===== config.mk =====
export PLATFORM = sky130hd
export DESIGN_NAME = demux4_buf_flat
export DESIGN_NICKNAME = d
export VERILOG_FILES = /design/src/rtl/demux4_buf_if.sv /design/src/rtl/demux4_buf.sv /design/src/flat_wrapper.sv
export SDC_FILE = /design/constraint.sdc
export NUM_CORES = 1
export LEC_CHECK = 0
export CORE_MARGIN = 2
export CORE_UTILIZATION = 50
export CTS_BUF_LIST = sky130_fd_sc_hd__clkbuf_16
export CTS_CLUSTER_DIAMETER = 100
export DETAILED_ROUTE_END_ITERATION = 10
export PLACE_DENSITY_LB_ADDON = 0.05
export SKIP_LAST_GASP = 1
export SYNTH_ARGS = -nofsm -noshare
export SYNTH_HDL_FRONTEND = slang
export SYNTH_SLANG_ARGS = --single-unit

===== constraint.sdc =====
create_clock -name clk_i -period 2.85 [get_ports clk_i]
set_input_delay 0.57 -clock clk_i [delete_from_list [all_inputs] [get_ports clk_i]]
set_output_delay 0.57 -clock clk_i [all_outputs]
set_load 0.005 [all_outputs]

===== src/rtl/demux4_buf_if.sv =====
// Bundles the producer-side and consumer-side handshake signals of demux4_buf.
// The slave modport is the demux; the master modport drives the producer
// inputs and the consumer ready lines.
interface demux4_buf_if #(
  parameter int WIDTH = 32,
  parameter int CNT_W = 8
);
  logic               in_valid;
  logic               in_ready;
  logic [1:0]         in_sel;
  logic [WIDTH-1:0]   in_data;
  logic [3:0]         out_valid;
  logic [3:0]         out_ready;
  logic [WIDTH-1:0]   out_data0;
  logic [WIDTH-1:0]   out_data1;
  logic [WIDTH-1:0]   out_data2;
  logic [WIDTH-1:0]   out_data3;
  logic [4*CNT_W-1:0] out_count;

  modport slave (
    input  in_valid, in_sel, in_data, out_ready,
    output in_ready, out_valid, out_data0, out_data1, out_data2, out_data3,
           out_count
  );

  modport master (
    output in_valid, in_sel, in_data, out_ready,
    input  in_ready, out_valid, out_data0, out_data1, out_data2, out_data3,
           out_count
  );
endinterface


===== src/rtl/demux4_buf.sv =====
// Registered 1-to-4 demultiplexer. Each output channel owns a one-entry
// holding register plus a wrapping delivery counter. A channel can take a new
// word in the same cycle its current word drains, so a channel with ready held
// high sustains one word per cycle. The only combinational path is
// out_ready/in_sel -> in_ready.
module demux4_buf #(
  parameter int WIDTH = 32,
  parameter int CNT_W = 8
) (
  input  logic         clk_i,
  input  logic         rst_i,
  demux4_buf_if.slave  bus
);

  logic [3:0]       full_q, full_d;
  logic [WIDTH-1:0] data_q [4];
  logic [WIDTH-1:0] data_d [4];
  logic [CNT_W-1:0] cnt_q  [4];
  logic [CNT_W-1:0] cnt_d  [4];
  logic [3:0]       drain;
  logic             accept;

  // Ready depends only on the target channel's occupancy and its consumer,
  // never on in_valid, so the producer may use it to decide whether to assert.
  assign bus.in_ready = ~full_q[bus.in_sel] | bus.out_ready[bus.in_sel];
  assign accept       = bus.in_valid & bus.in_ready;
  assign drain        = full_q & bus.out_ready;

  // Next-state for every channel: independent drains, at most one accept.
  always_comb begin
    full_d = full_q;
    for (int i = 0; i < 4; i++) begin
      data_d[i] = data_q[i];
      cnt_d[i]  = cnt_q[i] + CNT_W'(drain[i]);
      if (drain[i]) begin
        full_d[i] = 1'b0;
      end
      // An accept in the drain cycle overrides the clear, keeping the channel full.
      if (accept && (bus.in_sel == 2'(i))) begin
        full_d[i] = 1'b1;
        data_d[i] = bus.in_data;
      end
    end
  end

  // Channel state registers; reset discards held words and zeroes counters.
  always_ff @(posedge clk_i) begin
    if (rst_i) begin
      full_q <= 4'b0000;
      for (int i = 0; i < 4; i++) begin
        data_q[i] <= '0;
        cnt_q[i]  <= '0;
      end
    end else begin
      full_q <= full_d;
      for (int i = 0; i < 4; i++) begin
        data_q[i] <= data_d[i];
        cnt_q[i]  <= cnt_d[i];
      end
    end
  end

  assign bus.out_valid = full_q;
  assign bus.out_data0 = data_q[0];
  assign bus.out_data1 = data_q[1];
  assign bus.out_data2 = data_q[2];
  assign bus.out_data3 = data_q[3];
  assign bus.out_count = {cnt_q[3], cnt_q[2], cnt_q[1], cnt_q[0]};

endmodule


===== src/flat_wrapper.sv =====
// flat-port wrapper written by rule: the top's interface ports become plain ports
module demux4_buf_flat 
#(
  parameter int WIDTH = 32,
  parameter int CNT_W = 8
)
  (clk_i, rst_i, bus_in_valid, bus_in_sel, bus_in_data, bus_out_ready, bus_in_ready, bus_out_valid, bus_out_data0, bus_out_data1, bus_out_data2, bus_out_data3, bus_out_count);
  demux4_buf_if #(.WIDTH(WIDTH), .CNT_W(CNT_W)) bus_i ();
  input  logic clk_i;
  input  logic rst_i;
  input wire logic [$bits(bus_i.in_valid)-1:0] bus_in_valid;
  input wire logic [$bits(bus_i.in_sel)-1:0] bus_in_sel;
  input wire logic [$bits(bus_i.in_data)-1:0] bus_in_data;
  input wire logic [$bits(bus_i.out_ready)-1:0] bus_out_ready;
  output wire logic [$bits(bus_i.in_ready)-1:0] bus_in_ready;
  output wire logic [$bits(bus_i.out_valid)-1:0] bus_out_valid;
  output wire logic [$bits(bus_i.out_data0)-1:0] bus_out_data0;
  output wire logic [$bits(bus_i.out_data1)-1:0] bus_out_data1;
  output wire logic [$bits(bus_i.out_data2)-1:0] bus_out_data2;
  output wire logic [$bits(bus_i.out_data3)-1:0] bus_out_data3;
  output wire logic [$bits(bus_i.out_count)-1:0] bus_out_count;
  assign bus_i.in_valid = bus_in_valid;
  assign bus_i.in_sel = bus_in_sel;
  assign bus_i.in_data = bus_in_data;
  assign bus_i.out_ready = bus_out_ready;
  assign bus_in_ready = bus_i.in_ready;
  assign bus_out_valid = bus_i.out_valid;
  assign bus_out_data0 = bus_i.out_data0;
  assign bus_out_data1 = bus_i.out_data1;
  assign bus_out_data2 = bus_i.out_data2;
  assign bus_out_data3 = bus_i.out_data3;
  assign bus_out_count = bus_i.out_count;
  demux4_buf #(.WIDTH(WIDTH), .CNT_W(CNT_W)) u_core (.clk_i(clk_i), .rst_i(rst_i), .bus(bus_i));
endmodule

==> run_1/clock_map.png <==
Drawn at 4 px/um.
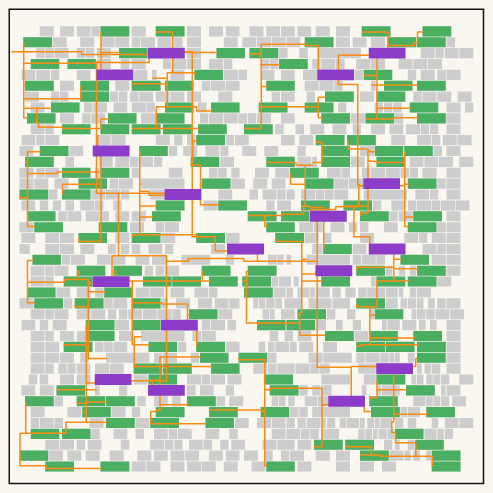
Key: clock wires = orange [length 1850 um]; flip-flops = green [count 164]; cells driving clock nets = purple [count 17]
Position of the flops: spread over the die. There are 18 routed clock nets.
clk latency late pin: 0.42 ns
Clk. pwr: 2.49 mW
clock network power share: 46.7%

==> run_1/port_nets.png <==
Drawn at 3 px/um.
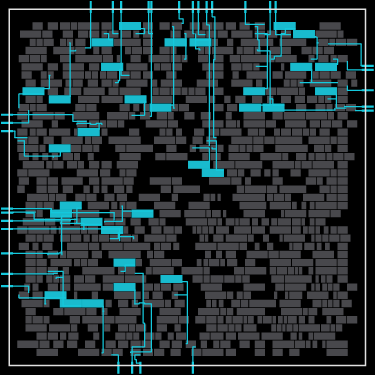
Key: bus_out_data2 = cyan [direction output, edge 13 north, 10 west, 5 east, 4 south, end cells 32, buffers 32, wire 1080 um]
io pins: 206
PortBufs: 205

==> run_1/final_clocks.png <==
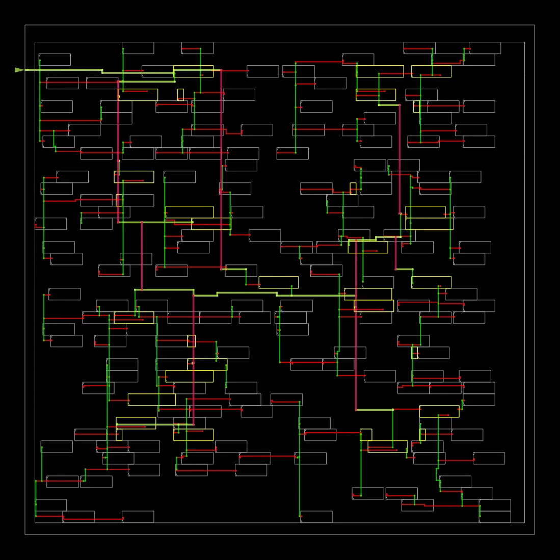
flip-flops: 164
Num CTS Buffers: 17

==> run_1/met2.png <==
Drawn at 4 px/um.
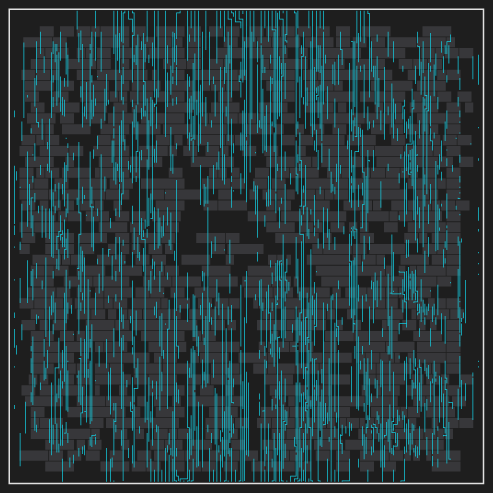
The layer holds 49% of the routed length. The wires run mostly vertical. The longest straight run is 46.9 um. 766 nets have wire on it. The layer carries 7790 um of wire.
met2 GRT Util: 39.4%
wirelength, routed: 15900 um

==> results.ini, run 1 <==
[yosys]
topCombFamilyByArea = simple AND/OR/NAND/NOR gates
yosys.area_share.adder_pct = 1.53
ys_seq_share_pct = 50.3
synthCells = 612
ys_top_cells_by_count = 165 x nand2b_1, 164 x dfxtp_1, 128 x mux2i_1
synthAoiAreaFrac_pct = 2.15
ys.flops = 164
synthFlopType = dfxtp_1
ys_sh_simple_pct = 21.5
syn_area_um2 = 6520
synth_warnings = 0

[die]
die_area_um2 = 14000
dieHeight_um = 118
core_um2 = 12700

[layout]
drive_gt1_share_pct = 4.51
finish.instance_area_um2 = 9360
instances_no_fill = 993
final_common_cell = clkdlybuf4s50_1
lay_top_cells = 204 x clkdlybuf4s50_1, 165 x nand2b_1, 164 x dfxtp_1
fin_nets = 857

[clocking]
cts_setup_buffers = 0
cts_tree = built
cts-root-buf = clkbuf_16
clkTransAtPathRegs_ns = 0.06

[timing]
max-slew-margin-rel_pct = 62.6
fmax_mhz = 360
layout_min_cycle_time_ns = 2.78
finalSetupTns_ns = 0
tightest_slew_ns = 0.561
slew_viol_final = 0
fin_skew_ns = 0.00391
rsz0062_at_grt = no
fin_crit_sh_pct = 97.4
setup_viol = 0

[pwr]
p_seq_share_pct = 45.0
ir_worst_vdd_v = 0.000328
switchingPower_mw = 1.09

[critical_path]
reg2reg_to = u_core.cnt_q[0][14]
cp.arrival_ns = 2.21
crit_path_top_delay_cell = mux4_1
slowest_delay_ns = 0.51
crit_family = buffers and inverters

[drt]
num_vias = 4902
drt_iter0_drc = 307
viasPerCell = 4.94
ant_nets = 0

[place]
place.detailed.hpwl_um = 10800
dp_cells = 961
dp_worst_setup_slack_ns = 0.0790
gp_congestion = 0.896

[job]
warnings = 28

[grt]
grt_pass1_vias = 4988
grt_pass1_wl_um = 25400
grt_max_degree = 106

[hold_path]
holdCritStartpoint = u_core.data_q[0][48]
hold-path-endpoint = u_core.data_q[0][48]
min_path_type = flop to flop

[status]
status = finished clean

run 1: routing by layer:
layer / vias up / routed length (um) / GRT usage (%) / share of wire, %
met5: - / 0 / 0 / 0
met4: 0 / 364 / 9.49 / 2.3
met3: 29 / 1180 / 8.35 / 7.4
met2: 144 / 7790 / 39.4 / 49
met1: 2287 / 6560 / 25.4 / 41
li1: 2442 / - / - / -
run 1: final cells by class:
class,count,area [um^2]
clock inverter,15,219
fill,901,3310
timing repair buffer,214,2150
multi-input combinational,411,3070
tap,172,215
sequential,164,3280
clock buffer,17,425
run 1: worst min-delay path, stage by stage (launching register included):
cell and delay, ns:
dfxtp_1 0.31, nand2b_1 0.06, mux2i_1 0.05
run 1: sequential cells by signal, indices dropped and copies added, names as in the netlist:
register and flops:
u_core.data_q 128, u_core.cnt_q 32, u_core.bus.out_valid 4
==> run 2, diff against run 1 <==
--- a/config.mk
+++ b/config.mk
@@ -10,7 +10,7 @@
 export CTS_BUF_LIST = sky130_fd_sc_hd__clkbuf_16
 export CTS_CLUSTER_DIAMETER = 100
 export DETAILED_ROUTE_END_ITERATION = 10
-export PLACE_DENSITY_LB_ADDON = 0.05
+export PLACE_DENSITY = 0.85
 export SKIP_LAST_GASP = 1
 export SYNTH_ARGS = -nofsm -noshare
 export SYNTH_HDL_FRONTEND = slang
==> results.ini, run 2 <==
[hold_path]
min_path_type = flop to flop
hold-path-endpoint = u_core.data_q[0][95]

[layout]
drive_gt1_share_pct = 4.99
largest_register_ffs = 128
regMostFlops = u_core.data_q
lay_top_cells = 203 x clkdlybuf4s50_1, 165 x nand2b_1, 164 x dfxtp_1

[yosys]
yosys.area_share.adder_pct = 1.53
synthAoiAreaFrac_pct = 2.15
ys.flops = 164
ys_top_cells_by_count = 165 x nand2b_1, 164 x dfxtp_1, 128 x mux2i_1
topCombFamilyByArea = simple AND/OR/NAND/NOR gates

[timing]
fin_skew_ns = 0.00533
setup_viol = 0
layout_min_cycle_time_ns = 2.52
finalSetupTns_ns = 0
tightest_slew_ns = 0.615
rsz0062_at_grt = no
max-slew-margin-rel_pct = 59.0

[drt]
met2_length_um = 7870
num_vias = 5088

[grt]
use_met3_pct = 10.6
grt_util_met2_pct = 39.7
grt_max_degree = 96
use_met1_pct = 25.7
gr-max-usage-layer = met2
grt_pass1_vias = 5206

[clocking]
clock.latency.late_pin_ns = 0.42
cts_tree = built
cts-root-buf = clkbuf_16

[critical_path]
crit_family = buffers and inverters

[die]
core_um2 = 12700
die_area_um2 = 14000

[place]
dp_worst_setup_slack_ns = 0.0457
io_buffer_count = 205
dp_cells = 962

[status]
status = finished clean

[job]
warnings = 26

run 2: cell counts after synthesis:
No cell type changed its count.
run 2: layout make-up:
class / instances / area, um^2 / share of cell area, %
Sequential cell: 164 / 3280 / 35.3
Multi-Input combinational cell: 411 / 3070 / 33.0
Timing Repair Buffer: 215 / 2140 / 23.0
Clock buffer: 17 / 425 / 4.58
Tap cell: 172 / 215 / 2.32
Clock inverter: 15 / 166 / 1.79
run 2: cell families after synthesis:
kind of cell	count (synthesis)
simple gates	234
flops	164
mux	129
buf+inv	37
compound gates	28
xor+xnor	12
fa+ha+maj	8
run 2: timing repair:
action | 4_1_cts | 5_1_grt
endpoints found under the setup margin | 0 | 1
hold buffers | 0 | 0
gates resized | 0 | 1
==> run_2/port_nets.png <==
Drawn at 3 px/um.
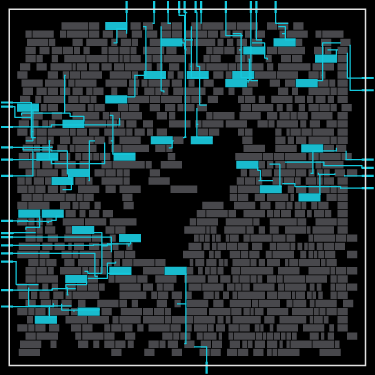
Key: bus_out_data2 = cyan [direction output, edge 14 west, 11 north, 6 east, 1 south, end cells 32, buffers 32, wire 1140 um]

==> run_2/final_clocks.png <==
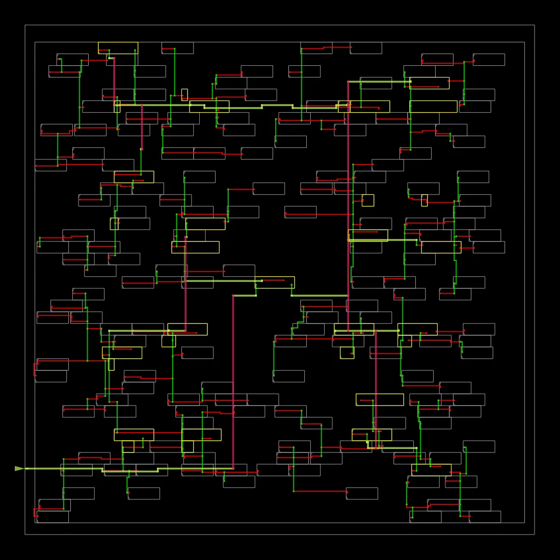
clock buffer count: 17
Clk. pwr: 2.27 mW

==> run 3, diff against run 2 <==
--- a/config.mk
+++ b/config.mk
@@ -5,7 +5,7 @@
 export SDC_FILE = /design/constraint.sdc
 export NUM_CORES = 1
 export LEC_CHECK = 0
-export CORE_MARGIN = 2
+export CORE_MARGIN = 1.5
 export CORE_UTILIZATION = 50
 export CTS_BUF_LIST = sky130_fd_sc_hd__clkbuf_16
 export CTS_CLUSTER_DIAMETER = 100
@@ -15,3 +15,4 @@
 export SYNTH_ARGS = -nofsm -noshare
 export SYNTH_HDL_FRONTEND = slang
 export SYNTH_SLANG_ARGS = --single-unit
+export TNS_END_PERCENT = 1
==> results.ini, run 3 <==
[pwr]
ir_worst_vdd_v = 0.000362
switchingPower_mw = 1.12
clockPowerShare_pct = 42.4
p_seq_share_pct = 48.6

[layout]
instances_no_fill = 994
clock_area_share_pct = 5.86
inverters = 0
comb_share_pct = 33.2
seq_share_pct = 35.5
lay_top_cells = 203 x clkdlybuf4s50_1, 165 x nand2b_1, 164 x dfxtp_1
logic_gate_count = 411
layout.nonclk_buf_share_pct = 23.1
regMostFlops = u_core.data_q
buffers_excl_clock = 215
clkbuf_count = 17
final_common_cell = clkdlybuf4s50_1
drive_gt1_share_pct = 5.35
fin_nets = 858
mi_logic_area_um2 = 3070
finish.instance_area_um2 = 9250
num-fill-cells = 926

[timing]
finalSetupTns_ns = 0
fin_skew_ns = 0.00662
fin_crit_sh_pct = 87.2
max-slew-margin-rel_pct = 58.7
layout_min_cycle_time_ns = 2.49
rsz0062_at_grt = no
slew_viol_final = 0
fmax_mhz = 402

[grt]
grt_pass1_vias = 5057
grt_max_degree = 104
grt_pass1_wl_um = 25300
use_met1_pct = 26.3

[clocking]
cts_resized = 0
clock.latency.late_pin_ns = 0.42
clkTransAtPathRegs_ns = 0.06
cts_setup_buffers = 0
cts_buffers = 17
cts-root-buf = clkbuf_16
cts_tree = built

[yosys]
ys_seq_share_pct = 50.3
synthAoiAreaFrac_pct = 2.15
ys_top_cells_by_count = 165 x nand2b_1, 164 x dfxtp_1, 128 x mux2i_1
synthCells = 612
synth_warnings = 0
syn_area_um2 = 6520
topCombFamilyByArea = simple AND/OR/NAND/NOR gates

[drt]
met2_length_um = 7800
top_layer_used = met4
route.met3.wl_um = 1490
drt_iter0_drc = 251
drt-met1-wl_um = 6580

[place]
dp_cells = 962
io_buffer_count = 205
place.detailed.hpwl_um = 11200

[critical_path]
crit_family = buffers and inverters
reg2reg_to = u_core.data_q[0][35]
cp.arrival_ns = 1.92
slowest_delay_ns = 0.51
crit_path_top_delay_cell = mux4_1

[hold_path]
hold-path-endpoint = u_core.data_q[0][62]
min_path_type = flop to flop

[die]
io_pins = 206
dieHeight_um = 117
die_area_um2 = 13700
taps = 172
core_um2 = 12700

[status]
status = finished clean

[job]
warnings = 28

==> run 3: worst max path at each step <==
stage	slack, ns	end
CTS	0.04	bus_in_ready
global placement	0.09	bus_in_ready
floorplan	1.01	bus_in_ready
finish	0.36	bus_in_ready
detailed placement	0.06	bus_in_ready
global route	0.32	bus_in_ready
==> run 3: power by group through the flow <==
stage | sequential [mW] | clock (mW) | combinational, mW
after CTS | 2.40 | 2.13 | 0.451
after detailed placement | 2.45 | 0 | 0.446
after global placement | 2.44 | 0 | 0.436
after floorplan | 2.45 | 0 | 0.200
final | 2.40 | 2.09 | 0.446
after global routing | 2.40 | 2.23 | 0.481
==> run 3: worst min-delay path, stage by stage (launching register included) <==
cell and delay [ns]:
dfxtp_1 0.31, nand2b_1 0.06, mux2i_1 0.05
==> run_3/clock_map.png <==
Drawn at 4 px/um.
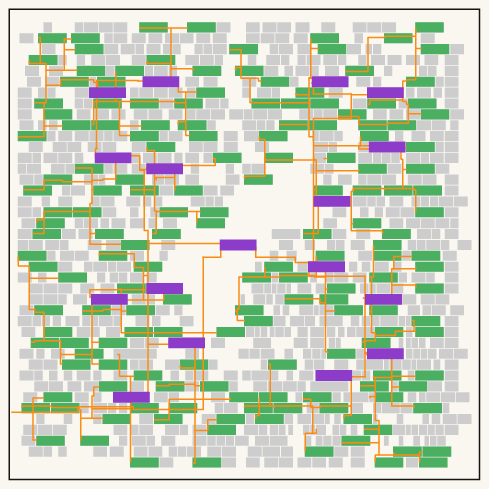
Key: cells driving clock nets = purple [count 17]; flip-flops = green [count 164]; clock wires = orange [length 1760 um]
Position of the flops: spread over the die.

==> run_3/met2.png <==
Drawn at 4 px/um.
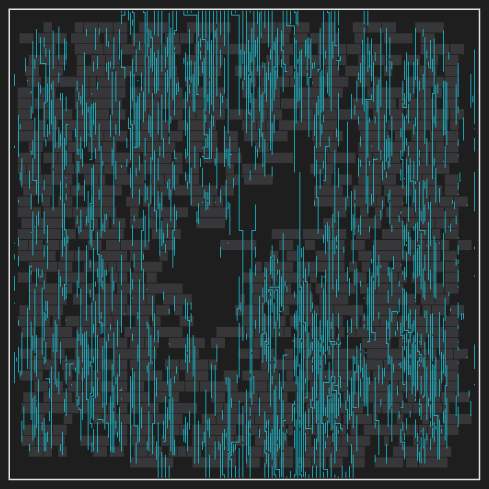
The layer carries 7800 um of wire. The layer holds 48% of the routed length. 784 nets have wire on it.
wirelength, routed: 16300 um
met2 GRT Util: 41.1%
routed vias: 5049

Power figures rest on the tool's default switching activity, not on a simulated workload.
